[src/rtl/stopwatch_pkg.sv]
// Shared encodings, BCD constants and width helper for the stopwatch controller.
package stopwatch_pkg;

  localparam int unsigned BCD_W    = 4;
  localparam logic [BCD_W-1:0] BCD_NINE = 4'd9;

  localparam int unsigned STATE_W = 3;
  typedef logic [STATE_W-1:0] state_t;

  localparam state_t ST_IDLE  = 3'd0;
  localparam state_t ST_RUN   = 3'd1;
  localparam state_t ST_PAUSE = 3'd2;
  localparam state_t ST_STEP  = 3'd3;
  localparam state_t ST_HOLD  = 3'd4;

  // Counter width for a modulus n, never narrower than one bit.
  function automatic int unsigned cnt_w(input int unsigned n);
    return (n < 2) ? 1 : $clog2(n);
  endfunction

endpackage

[src/rtl/bcd_counter.sv]
// Multi-digit BCD counter with single-cycle ripple carry and wrap pulse.
module bcd_counter import stopwatch_pkg::*; #(
  parameter int unsigned DIGITS = 4
) (
  input  logic                      clk,
  input  logic                      rst,
  input  logic                      clr,
  input  logic                      inc,
  output logic [BCD_W*DIGITS-1:0]   value,
  output logic [BCD_W*DIGITS-1:0]   value_nxt_c,
  output logic                      wrap_c
);

  logic [BCD_W*DIGITS-1:0] sum;
  logic                    carry;

  // Ripple the increment through every digit within one cycle.
  always_comb begin
    sum   = value;
    carry = inc;
    for (int d = 0; d < int'(DIGITS); d++) begin
      if (carry) begin
        if (value[d*BCD_W +: BCD_W] == BCD_NINE) begin
          sum[d*BCD_W +: BCD_W] = '0;
        end else begin
          sum[d*BCD_W +: BCD_W] = value[d*BCD_W +: BCD_W] + BCD_W'(1);
          carry = 1'b0;
        end
      end
    end
    value_nxt_c = clr ? '0 : sum;
    wrap_c      = carry & ~clr;
  end

  // Count register.
  always_ff @(posedge clk) begin
    if (rst) begin
      value <= '0;
    end else begin
      value <= value_nxt_c;
    end
  end

endmodule

[src/rtl/stopwatch_ctrl.sv]
// Stopwatch controller: button edges, run/step/hold FSM, prescaler, lap freeze, overflow.
module stopwatch_ctrl import stopwatch_pkg::*; #(
  parameter int unsigned DIGITS     = 4,
  parameter int unsigned TICK_DIV   = 10,
  parameter int unsigned REPEAT_DLY = 500,
  parameter int unsigned REPEAT_PER = 100
) (
  input  logic                     clk,
  input  logic                     rst,
  input  logic                     start,
  input  logic                     stop,
  input  logic                     inc,
  input  logic                     clr,
  input  logic                     lap,
  output logic                     time_en,
  output logic                     running,
  output logic [BCD_W*DIGITS-1:0]  count,
  output logic [BCD_W*DIGITS-1:0]  disp,
  output logic                     lap_active,
  output logic                     ovf
);

  localparam int unsigned VW = BCD_W * DIGITS;
  localparam int unsigned PW = cnt_w(TICK_DIV);
  localparam int unsigned HW = cnt_w((REPEAT_DLY > REPEAT_PER) ? REPEAT_DLY : REPEAT_PER);

  state_t          state;
  logic            start_q, stop_q, inc_q, clr_q, lap_q;
  logic [PW-1:0]   presc;
  logic [HW-1:0]   hold_cnt;
  logic            repeat_seen;

  logic            start_e, stop_e, inc_e, clr_e, lap_e;
  logic [HW-1:0]   hold_lim;
  logic            hold_done_c, tick_c, go_step_c, cnt_inc_c, lap_ok_c, wrap_c;
  logic [VW-1:0]   count_nxt_c;

  // Previous button levels for rising-edge detection.
  always_ff @(posedge clk) begin
    if (rst) begin
      {start_q, stop_q, inc_q, clr_q, lap_q} <= '0;
    end else begin
      {start_q, stop_q, inc_q, clr_q, lap_q} <= {start, stop, inc, clr, lap};
    end
  end

  // Event decode: edges, repeat timing, and when the count advances.
  always_comb begin
    start_e     = start & ~start_q;
    stop_e      = stop & ~stop_q;
    inc_e       = inc & ~inc_q;
    clr_e       = clr & ~clr_q;
    lap_e       = lap & ~lap_q;
    hold_lim    = repeat_seen ? HW'(REPEAT_PER - 1) : HW'(REPEAT_DLY - 1);
    hold_done_c = (hold_cnt == hold_lim);
    tick_c      = ~clr_e & (state == ST_RUN) & (presc == PW'(TICK_DIV - 1));
    go_step_c   = 1'b0;
    if (!clr_e && !start_e) begin
      case (state)
        ST_IDLE, ST_PAUSE: go_step_c = inc_e;
        ST_HOLD:           go_step_c = inc & hold_done_c;
        default:           go_step_c = 1'b0;
      endcase
    end
    cnt_inc_c   = tick_c | go_step_c;
    lap_ok_c    = lap_e & ~clr_e & (state == ST_RUN);
  end

  bcd_counter #(.DIGITS(DIGITS)) u_cnt (
    .clk         (clk),
    .rst         (rst),
    .clr         (clr_e),
    .inc         (cnt_inc_c),
    .value       (count),
    .value_nxt_c (count_nxt_c),
    .wrap_c      (wrap_c)
  );

  // Mode FSM with registered enables and the auto-repeat hold counter.
  always_ff @(posedge clk) begin
    if (rst || clr_e) begin
      state       <= ST_IDLE;
      time_en     <= 1'b0;
      running     <= 1'b0;
      hold_cnt    <= '0;
      repeat_seen <= 1'b0;
    end else begin
      case (state)
        ST_IDLE, ST_PAUSE: begin
          if (start_e) begin
            state   <= ST_RUN;
            time_en <= 1'b1;
            running <= 1'b1;
          end else if (inc_e) begin
            state   <= ST_STEP;
            time_en <= 1'b1;
            running <= 1'b0;
          end else begin
            time_en <= 1'b0;
            running <= 1'b0;
          end
        end
        ST_RUN: begin
          if (stop_e) begin
            state   <= ST_PAUSE;
            time_en <= 1'b0;
            running <= 1'b0;
          end else begin
            time_en <= 1'b1;
            running <= 1'b1;
          end
        end
        ST_STEP: begin
          state    <= ST_HOLD;
          time_en  <= 1'b0;
          running  <= 1'b0;
          hold_cnt <= '0;
        end
        ST_HOLD: begin
          if (start_e) begin
            state    <= ST_RUN;
            time_en  <= 1'b1;
            running  <= 1'b1;
            hold_cnt <= '0;
          end else if (!inc) begin
            state       <= ST_PAUSE;
            time_en     <= 1'b0;
            running     <= 1'b0;
            hold_cnt    <= '0;
            repeat_seen <= 1'b0;
          end else if (hold_done_c) begin
            state       <= ST_STEP;
            time_en     <= 1'b1;
            running     <= 1'b0;
            hold_cnt    <= '0;
            repeat_seen <= 1'b1;
          end else begin
            time_en  <= 1'b0;
            running  <= 1'b0;
            hold_cnt <= hold_cnt + HW'(1);
          end
        end
        default: begin
          state       <= ST_IDLE;
          time_en     <= 1'b0;
          running     <= 1'b0;
          hold_cnt    <= '0;
          repeat_seen <= 1'b0;
        end
      endcase
    end
  end

  // Sub-tick prescaler; only advances in RUN so a resumed run keeps its phase.
  always_ff @(posedge clk) begin
    if (rst || clr_e) begin
      presc <= '0;
    end else if (state == ST_RUN) begin
      presc <= tick_c ? '0 : presc + PW'(1);
    end
  end

  // Lap freeze of the display value and sticky overflow flag.
  always_ff @(posedge clk) begin
    if (rst || clr_e) begin
      lap_active <= 1'b0;
      disp       <= '0;
      ovf        <= 1'b0;
    end else begin
      ovf <= ovf | wrap_c;
      if (lap_ok_c) begin
        lap_active <= ~lap_active;
        disp       <= lap_active ? count_nxt_c : count;
      end else if (!lap_active) begin
        disp <= count_nxt_c;
      end
    end
  end

endmodule

[config.mk]
export PLATFORM = sky130hd
export DESIGN_NAME = stopwatch_ctrl
export DESIGN_NICKNAME = d
export VERILOG_FILES = /design/src/rtl/stopwatch_pkg.sv /design/src/rtl/bcd_counter.sv /design/src/rtl/stopwatch_ctrl.sv
export SDC_FILE = /design/constraint.sdc
export NUM_CORES = 1
export LEC_CHECK = 0
export ABC_AREA = 1
export CELL_PAD_IN_SITES_DETAIL_PLACEMENT = 1
export CELL_PAD_IN_SITES_GLOBAL_PLACEMENT = 2
export CORE_ASPECT_RATIO = 1.4
export CORE_MARGIN = 5
export CORE_UTILIZATION = 30
export CTS_CLUSTER_SIZE = 8
export DETAILED_ROUTE_END_ITERATION = 16
export GPL_TIMING_DRIVEN = 0
export HOLD_SLACK_MARGIN = 0.15
export MAX_ROUTING_LAYER = met4
export PLACE_DENSITY_LB_ADDON = 0.1
export SYNTH_ARGS = -nofsm -noshare
export SYNTH_HDL_FRONTEND = slang
export SYNTH_SLANG_ARGS = --single-unit
[constraint.sdc]
create_clock -name clk -period 4.4 [get_ports clk]
set_input_delay 0.44 -clock clk [delete_from_list [all_inputs] [get_ports clk]]
set_output_delay 0.44 -clock clk [all_outputs]
set_load 0.1 [all_outputs]
==> out/metrics.cfg <==
[drt]
drtIter0Drc=76
drcViolationCount=0
via_per_inst=4.861
wl_per_cell_um=15.13
final_antenna_net_count=0

[global_route]
antenna_found_initial=0
track_usage=0.1637
grt_max_degree=11
globalRouteOverflowTotal=0
grt_pass1_wl_um=14260

[worst_setup_path]
reg2reg_from=state[2]
crit_path_end_kind=output pin
worstPathCellList=clkdlybuf4s50_1
startpoint_type=flop
reg2reg_depth=9
cpPeakStageDelay_ns=1.19
path_max_fanout=7
crit_end=count[0]
r2r_end=disp[7]
worst-path-stages=1
crit_path_top_delay_cell=clkdlybuf4s50_1
worstSetupPathType=reg -> out
crit_arrival_ns=1.99
cp_top_family=buffers and inverters

[clocking]
cts_max_level=3
cts_tree=done
cts.reportedPaths.clkPinSlew_ns=0.05
cts.sinks=58
root_buffer=clkbuf_16
cts_resized=0
cts_setup_buffers=0

[place]
portBuffers=41
place_congestion=0.7975

[finish]
syn_to_final_growth_pct=28.91
nNetsFinal=463
final_cells=567
mi_logic_area_sq_mm=0.001399
final_util=0.3907
seqCellArea_sq_mm=0.001161

[worst_hold_path]
hp-class=reg -> reg
holdPathStages=2

[pwr]
fin_total_pwr_mw=1.304
clkPwrFrac=0.490
seqPwrFrac=0.416
p_leak_nw=1.386
powerDensity_mw_per_mm2=356.8
swShare=0.2556
p_sw_mw=0.3333

[timing]
tightest_slew_ns=0.9879
rsz0062_at_grt=no
slew_viol_final=0
fmax_ghz=0.4117
hold_viol_final=0
finalSetupViolations=0
final.period_utilization=0.5520
finalCriticalPeriod_ns=2.429

[flow_run]
maxCapViolations=0
warnings=27

[synthesis]
ys_warn_count=0
ys_ff=58
synth_top_area_share=0.4095
ys_area_sq_mm=0.002835
async_flop_share=0
synth.distinct_cells=35
largest_area_cell=dfxtp_1
postSynthCellCount=401
ys_seq_frac=0.4095
synth-edff-count=0

[floorplanning]
fp_util=0.3031
dieArea_sq_mm=0.01152
die_w_um=92.16

[status]
status=completed

[worst min-delay path by stage]
stage	slack, ns	startpoint	endpoint
floorplan	0.47	presc[3]	presc[3]
global placement	0.48	presc[3]	presc[3]
detailed placement	0.50	ovf	ovf
CTS	0.51	ovf	ovf
global route	0.53	rst	lap_q
finish	0.50	disp[0]	disp[0]
[through the flow]
stage | hold slack [ns] | setup WS (ns)
finish | 0.4969 | 1.971
global route | 0.5288 | 1.902
CTS | 0.5073 | 1.950
detailed placement | 0.4957 | 1.770
global placement | 0.4843 | 1.764
floorplan | 0.4663 | 2.099
[power groups by stage]
stage,combinational (mW),sequential [mW],clock [mW]
floorplan,0.0624,0.576,0
global placement,0.123,0.553,0
detailed placement,0.124,0.554,0
CTS,0.125,0.543,0.660
global route,0.133,0.544,0.682
finish,0.122,0.543,0.639
[flip-flops by register name, summed over array words and instances (netlist names), 3 cells and up]
signal       flops
disp            16
hold_cnt         9
presc            4
state            3
u_cnt.value     16
[synthesized netlist by cell type, types with 5 or more instances]
cell type  count
nand2_1       76
dfxtp_1       58
inv_1         58
nor2_1        50
o21ai_0       29
nand3_1       22
a21oi_1       20
nand4_1       11
nor3_1        10
nor2_2         8
clkbuf_1       6
inv_2          5
[layout by cell type, fill, tap and decap left out, types with 3 or more instances in the layout]
cell and n:
clkbuf_16 9, a211oi_1 4, o21ai_0 29, nand2_1 76
clkdlybuf4s50_1 41, clkinv_2 3, inv_1 58, xor2_1 4
ha_1 3, o21a_1 4, nand3_1 22, dfxtp_1 58
nor2_1 50, nor3_1 10, nand2_4 4, inv_2 5
nor2_2 8, clkbuf_1 7, a21oi_1 20, nand4_1 11
[logic make-up (layout without fill, tap and decap cells)]
group,count (synthesis),in the layout,share of synthesized area
simple gates,195,195,0.3297
buf+inv,73,129,0.09709
xor+xnor,4,4,0.01236
flops,58,58,0.4095
fa+ha+maj,3,3,0.01324
compound gates,68,68,0.1381
[area by class of cell]
class                   count  area share
repair buffers             41      0.1123
clock buffers              12     0.07018
flip-flops and latches     58      0.3177
plain buffers               8    0.008559
inverters                  65     0.06676
clock inverters             3    0.004108
multi-input cells         270      0.3827
well taps                 110     0.03766
[metal layers]
metal	vias up	share of wire	GRT usage
met3	18	0.018	0.02163
li1	1405	-	-
met2	39	0.51	0.2823
met5	-	0	-
met4	0	0.030	0.09099
met1	1294	0.45	0.1800
Fig. 1: the metal 2 layer
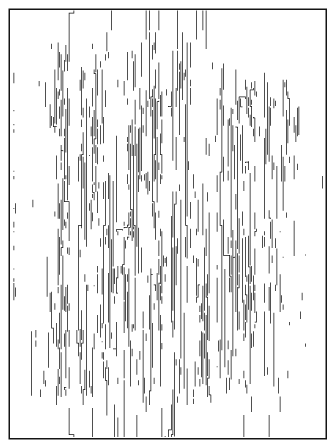
longest straight run: 50.7 um
main direction: vertical
share of all routed wire: 51%
DRT Wirelength: 8577 um
vias: 2756
routing usage on met2: 0.2823

Fig. 2: cell sizes after repair
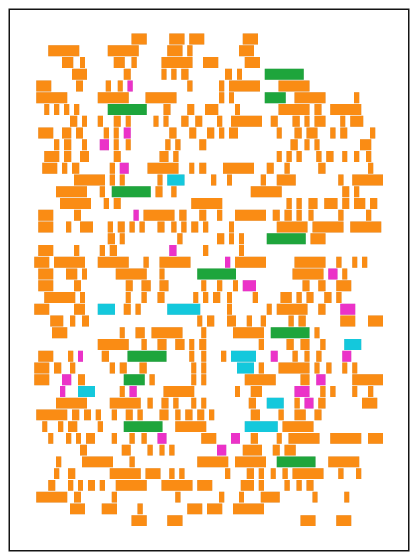
legend:
  x3 and x4:
    color: cyan
    cells: 9
  x2:
    color: magenta
    cells: 22
  x6 and larger:
    color: green
    cells: 11
  x1 and smaller:
    color: orange
    cells: 415
crit path setup slack, layout: 1.971 ns
design area: 0.003655 sq mm
Buffers, non-clock: 49

Fig. 3: clock wiring as the flow saved it
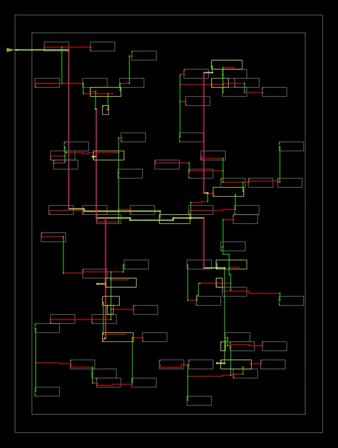
clk_skew: 0.004347 ns
Num CTS Buffers: 9
Flops: 58
worst skew pair latency: 0.33 ns

